$ cat src/rtl/useq_next_addr.sv
// ---------------------------------------------------------------------------
// useq_next_addr
//   Micro-sequencer next-address generator. It decodes the sequencing field
//   of the current microword and produces the load target and load strobe
//   for the micro-PC register. It also provides conditional branch, opcode
//   dispatch (map) and a small call/return stack.
//
//   Handshake: there is no valid/ready pair. upc_next/load_incr are valid
//   every cycle and are combinational from the inputs and the stack top.
//   The micro-PC register captures them on the same rising edge that commits
//   any stack push or pop.
//
// Ports
//   clk        rising-edge clock shared with the micro-PC register
//   reset_n    asynchronous active-low reset (empties stack, clears error)
//   upc        current micro-PC
//   seq_op     000 CONT, 001 JUMP, 010 CJMP, 011 CALL, 100 RET, 101 MAP,
//              11x behaves as CONT
//   br_addr    branch/call target from the microword
//   map_addr   dispatch target from instruction decode
//   cond_in    datapath status flags
//   cond_sel   selects the condition bit used by CJMP
//   cond_pol   1 = branch when the selected bit is 0
//   stall      freeze sequencing: micro-PC reloads itself, stack untouched
//   upc_next   load target for the micro-PC register
//   load_incr  1 = load upc_next, 0 = micro-PC increments
//   stk_depth  number of valid return-stack entries
//   stk_err    sticky overflow/underflow flag, cleared only by reset
// ---------------------------------------------------------------------------
module useq_next_addr #(
   parameter int AW    = 5,
   parameter int DEPTH = 4,
   parameter int NCOND = 4,
   localparam int CSW  = (NCOND > 1) ? $clog2(NCOND) : 1,
   localparam int DW   = $clog2(DEPTH) + 1,
   localparam int IW   = (DEPTH > 1) ? $clog2(DEPTH) : 1
) (
   input  logic             clk,
   input  logic             reset_n,
   input  logic [AW-1:0]    upc,
   input  logic [2:0]       seq_op,
   input  logic [AW-1:0]    br_addr,
   input  logic [AW-1:0]    map_addr,
   input  logic [NCOND-1:0] cond_in,
   input  logic [CSW-1:0]   cond_sel,
   input  logic             cond_pol,
   input  logic             stall,
   output logic [AW-1:0]    upc_next,
   output logic             load_incr,
   output logic [DW-1:0]    stk_depth,
   output logic             stk_err
);

   localparam logic [2:0] OP_CONT = 3'b000;
   localparam logic [2:0] OP_JUMP = 3'b001;
   localparam logic [2:0] OP_CJMP = 3'b010;
   localparam logic [2:0] OP_CALL = 3'b011;
   localparam logic [2:0] OP_RET  = 3'b100;
   localparam logic [2:0] OP_MAP  = 3'b101;

   logic [AW-1:0] r_stack [DEPTH];
   logic [DW-1:0] r_sp;
   logic          r_err;

   logic          w_cond;
   logic          w_full;
   logic          w_empty;
   logic          w_push;
   logic          w_pop;
   logic          w_err;
   logic [IW-1:0] w_push_idx;
   logic [IW-1:0] w_top_idx;
   logic [AW-1:0] w_ret_addr;

   assign w_cond     = cond_in[cond_sel] ^ cond_pol;
   assign w_full     = (r_sp == DW'(DEPTH));
   assign w_empty    = (r_sp == '0);
   // r_sp points at the next free slot; the top entry sits one below it.
   assign w_push_idx = IW'(r_sp);
   assign w_top_idx  = IW'(r_sp - DW'(1));
   // Return address wraps naturally at 2^AW.
   assign w_ret_addr = upc + AW'(1);

   always_comb begin
      upc_next  = '0;
      load_incr = 1'b0;
      w_push    = 1'b0;
      w_pop     = 1'b0;
      w_err     = 1'b0;
      if (stall) begin
         // Reload the current address so the micro-PC holds.
         upc_next  = upc;
         load_incr = 1'b1;
      end else begin
         case (seq_op)
            OP_JUMP: begin
               upc_next  = br_addr;
               load_incr = 1'b1;
            end
            OP_CJMP: begin
               if (w_cond) begin
                  upc_next  = br_addr;
                  load_incr = 1'b1;
               end
            end
            OP_CALL: begin
               // The jump is taken even when the push has to be dropped.
               upc_next  = br_addr;
               load_incr = 1'b1;
               if (w_full) w_err  = 1'b1;
               else        w_push = 1'b1;
            end
            OP_RET: begin
               // Underflow falls through to the next sequential address.
               if (w_empty) begin
                  w_err = 1'b1;
               end else begin
                  upc_next  = r_stack[w_top_idx];
                  load_incr = 1'b1;
                  w_pop     = 1'b1;
               end
            end
            OP_MAP: begin
               upc_next  = map_addr;
               load_incr = 1'b1;
            end
            default: begin
               // CONT and the unused 11x codes: increment.
               upc_next  = '0;
               load_incr = 1'b0;
            end
         endcase
      end
   end

   always_ff @(posedge clk or negedge reset_n) begin
      if (!reset_n) begin
         r_sp  <= '0;
         r_err <= 1'b0;
      end else begin
         if (w_push)     r_sp <= r_sp + DW'(1);
         else if (w_pop) r_sp <= r_sp - DW'(1);
         if (w_err)      r_err <= 1'b1;
      end
   end

   // Stack storage needs no reset: an empty pointer makes every entry dead.
   always_ff @(posedge clk) begin
      if (w_push) r_stack[w_push_idx] <= w_ret_addr;
   end

   assign stk_depth = r_sp;
   assign stk_err   = r_err;

endmodule
$ cat config.mk
export PLATFORM = sky130hd
export DESIGN_NAME = useq_next_addr
export DESIGN_NICKNAME = d
export VERILOG_FILES = /design/src/rtl/useq_next_addr.sv
export SDC_FILE = /design/constraint.sdc
export NUM_CORES = 1
export LEC_CHECK = 0
export CAP_MARGIN = 20
export CELL_PAD_IN_SITES_DETAIL_PLACEMENT = 0
export CELL_PAD_IN_SITES_GLOBAL_PLACEMENT = 1
export CORE_UTILIZATION = 35
export CTS_CLUSTER_DIAMETER = 50
export DETAILED_ROUTE_END_ITERATION = 7
export PLACE_DENSITY_LB_ADDON = 0.1
export SETUP_SLACK_MARGIN = 0.2
export SYNTH_ARGS = -nofsm -noshare
export SYNTH_HDL_FRONTEND = slang
export SYNTH_SLANG_ARGS = --single-unit
$ cat constraint.sdc
create_clock -name clk -period 2.9 [get_ports clk]
set_input_delay 0.29 -clock clk [delete_from_list [all_inputs] [get_ports clk]]
set_output_delay 0.29 -clock clk [all_outputs]
set_load 0.01 [all_outputs]
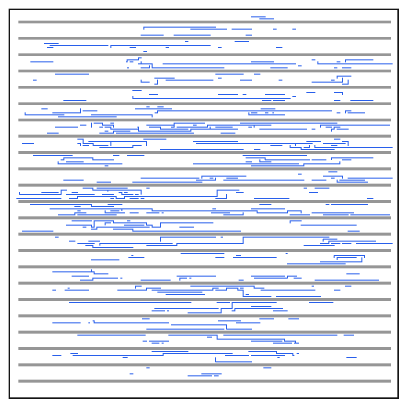
*Signal wires on met1*
Scale: 6 px per um. Supply wires on this layer in gray.
wire length on this layer	1610 um
share of all routed wire	50%
longest straight run	29.0 um
nets with wire on the layer	155
main direction	horizontal

==> impl_metrics.json <==
{
  "outcome": "completed",
  "root_buffer": "clkbuf_8",
  "top_power_group": "combinational cells",
  "worst_r2r_endpoint": "r_stack[3][0]",
  "die_y_um": 64.57,
  "wire_per_inst_um": 16.40,
  "worst_path_max_delay_cell": "clkdlybuf4s50_1",
  "worstRegToRegCells": 6,
  "antenna_nets_post_route": 0,
  "rows": 22,
  "regMostFlops": "r_stack",
  "yosys-top-cells-area": "edfxtp_1 44%, mux4_2 8.2%, dfrtp_1 7.3%, ha_1 5.5%, and4_1 3.2%",
  "placedCellCount": 188,
  "syn-instance-count": 104,
  "nets": 182,
  "global_route.overflow_total": 0,
  "seq_power_share": 0.335,
  "enable_flop_cells": 20,
  "start_kind": "input pin",
  "netlist_area_um2": 1370,
  "comb-power_uw": 581,
  "ioPinCount": 38,
  "insertion_delay_ns": 0.27,
  "achievable-frequency_ghz": 0.3859,
  "worst_path_dominant_cell_family": "buffers and inverters",
  "setup.worst_path.class": "input pin to output pin",
  "critical_path.endpoint": "load_incr",
  "seq_cell_power_uw": 438,
  "initial_antenna_violation_count": 0,
  "cts_buffers": 3,
  "final_cell_area_um2": 1912,
  "crit_cells": 6,
  "regToRegSetupSlack_ns": 1.24,
  "grt_start_max_net_pins": 15,
  "worst_slew_margin_rel": 0.6928,
  "drt-pass1-iter-count": 4,
  "detail_route.wirelength_mm": 3.198,
  "drt_first_iter_violations": 28,
  "gr-usage-all-layers": 0.1643,
  "floorplan.nets": 138,
  "crit-reg2reg-launch": "stk_depth[1]",
  "required_arrival_time_at_the_worst_endpoint_ns": 2.61,
  "numPortBuffers": 37,
  "finalMaxSlewViolations": 0,
  "power_frac_comb": 0.445,
  "placed_area_um2": 1799,
  "post-layout-total-power_mw": 1.308,
  "core_area_um2": 3716,
  "synth_dominant_cell_count": "edfxtp_1",
  "yosys_area_um2": 1370,
  "final_cells": 195,
  "switching_share": 0.2927,
  "post_route_hold_slack_ns": 0.2196,
  "synthDominantCellAreaShare": 0.4384,
  "ys_cells": 104,
  "crit_start": "cond_sel[1]",
  "seqAreaFraction": 0.3665,
  "clock_area_frac": 0.03730,
  "tightestPinTransition_ns": 0.4608,
  "avgSynthCellArea_um2": 13.17,
  "layout.non_clock_buffers": 43,
  "finalClockSkew_ns": 0.008291,
  "vdd_ir_drop_max_uv": 661.4,
  "initCoreUtil": 0.3687,
  "ff_type": "edfxtp_1",
  "power.switching_uw": 382.9,
  "detailedPlace.worstSlack_ns": 0.2172,
  "synthToLayoutAreaGrowth_pct": 39.54,
  "cts_sinks": 24,
  "post_drt_via_cell_ratio": 5.277,
  "num-clock-buffers": 3,
  "p_leak_nw": 0.7077,
  "arrival_ns": 2.30,
  "drv.max_cap_violation_count": 0,
  "rsz_0062_raised_after_global_routing": "true",
  "power_frac_clock": 0.221,
  "floorplan.tapcells": 48,
  "dpl.hpwl_mm": 2.444,
  "worst_path_largest_cell_delay_ns": 0.51,
  "path_buffers": 2,
  "buf_share": 0.2173,
  "path_cells": "clkdlybuf4s50_1 > mux2i_1 > mux2i_1 > a311oi_2 > o211ai_1 > clkdlybuf4s50_1",
  "die_w_um": 64.57,
  "period_minus_slack_ns": 2.592,
  "post_route_cells_drive_above_1_share": 0.1769,
  "clock_tree_from_tritoncts": "built",
  "seq_cells": 24,
  "logic_gates": 70,
  "final_layout_top_logic_cell": "clkdlybuf4s50_1",
  "comb-cell-share": 0.3357,
  "largest_register_ffs": 20,
  "combGateArea_um2": 641.9,
  "clock_tree.htree_level_count": 1,
  "fill_cells": 341,
  "synth.top_cells.by_count": "20 x edfxtp_1, 7 x nand2_1, 6 x ha_1, 6 x inv_1",
  "timing_hold_violations_final": 0,
  "vias": 1029,
  "yosysTopAreaCell": "edfxtp_1",
  "synthArstFlopShare": 0.1667,
  "timing.final.ws_setup_ns": 0.3084,
  "utilization": 0.5145,
  "synth_seq_share": 0.5114,
  "cellInternalPower_uw": 925.1,
  "netlist-cell-type-count": 33,
  "worst_hold_path_type": "input pin to async pin",
  "final_layout_top_logic_cells": "34 x clkdlybuf4s50_1, 20 x edfxtp_1, 7 x nand2_1, 6 x buf_4",
  "ctsLongestPathBuffers": 2,
  "chip_area_um2": 4169,
  "end_kind": "output pin"
}
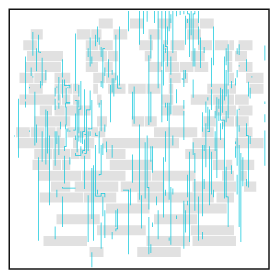
*M2 wires*
Scale: 4 px per um. Cells faint in the background.
nets with wire on the layer	156
longest straight run	24.1 um
wire length on this layer	1450 um
main direction	vertical

==> timing repair <==
action,CTS,global route
pin swaps,1,1
resized,4,4
setup endpoints to repair,5,6
buffers inserted,2,1
==> layer usage <==
layer / vias up / part of all wire / track usage
met2: 28 / 0.45 / 0.2487
met3: 2 / 0.040 / 0.03169
met1: 505 / 0.50 / 0.2435
met4: 0 / 0.0044 / 0.03333
li1: 494 / - / -
met5: - / 0 / 0
==> cells by family after synthesis <==
group	after synthesis	synth area share
AND-OR/OR-AND	19	0.1114
XOR/XNOR	6	0.03836
adder cells (fa/ha/maj)	6	0.05479
buffers and inverters	10	0.03379
flip-flops	24	0.5114
multiplexers	9	0.1123
AND/OR/NAND/NOR	30	0.1379
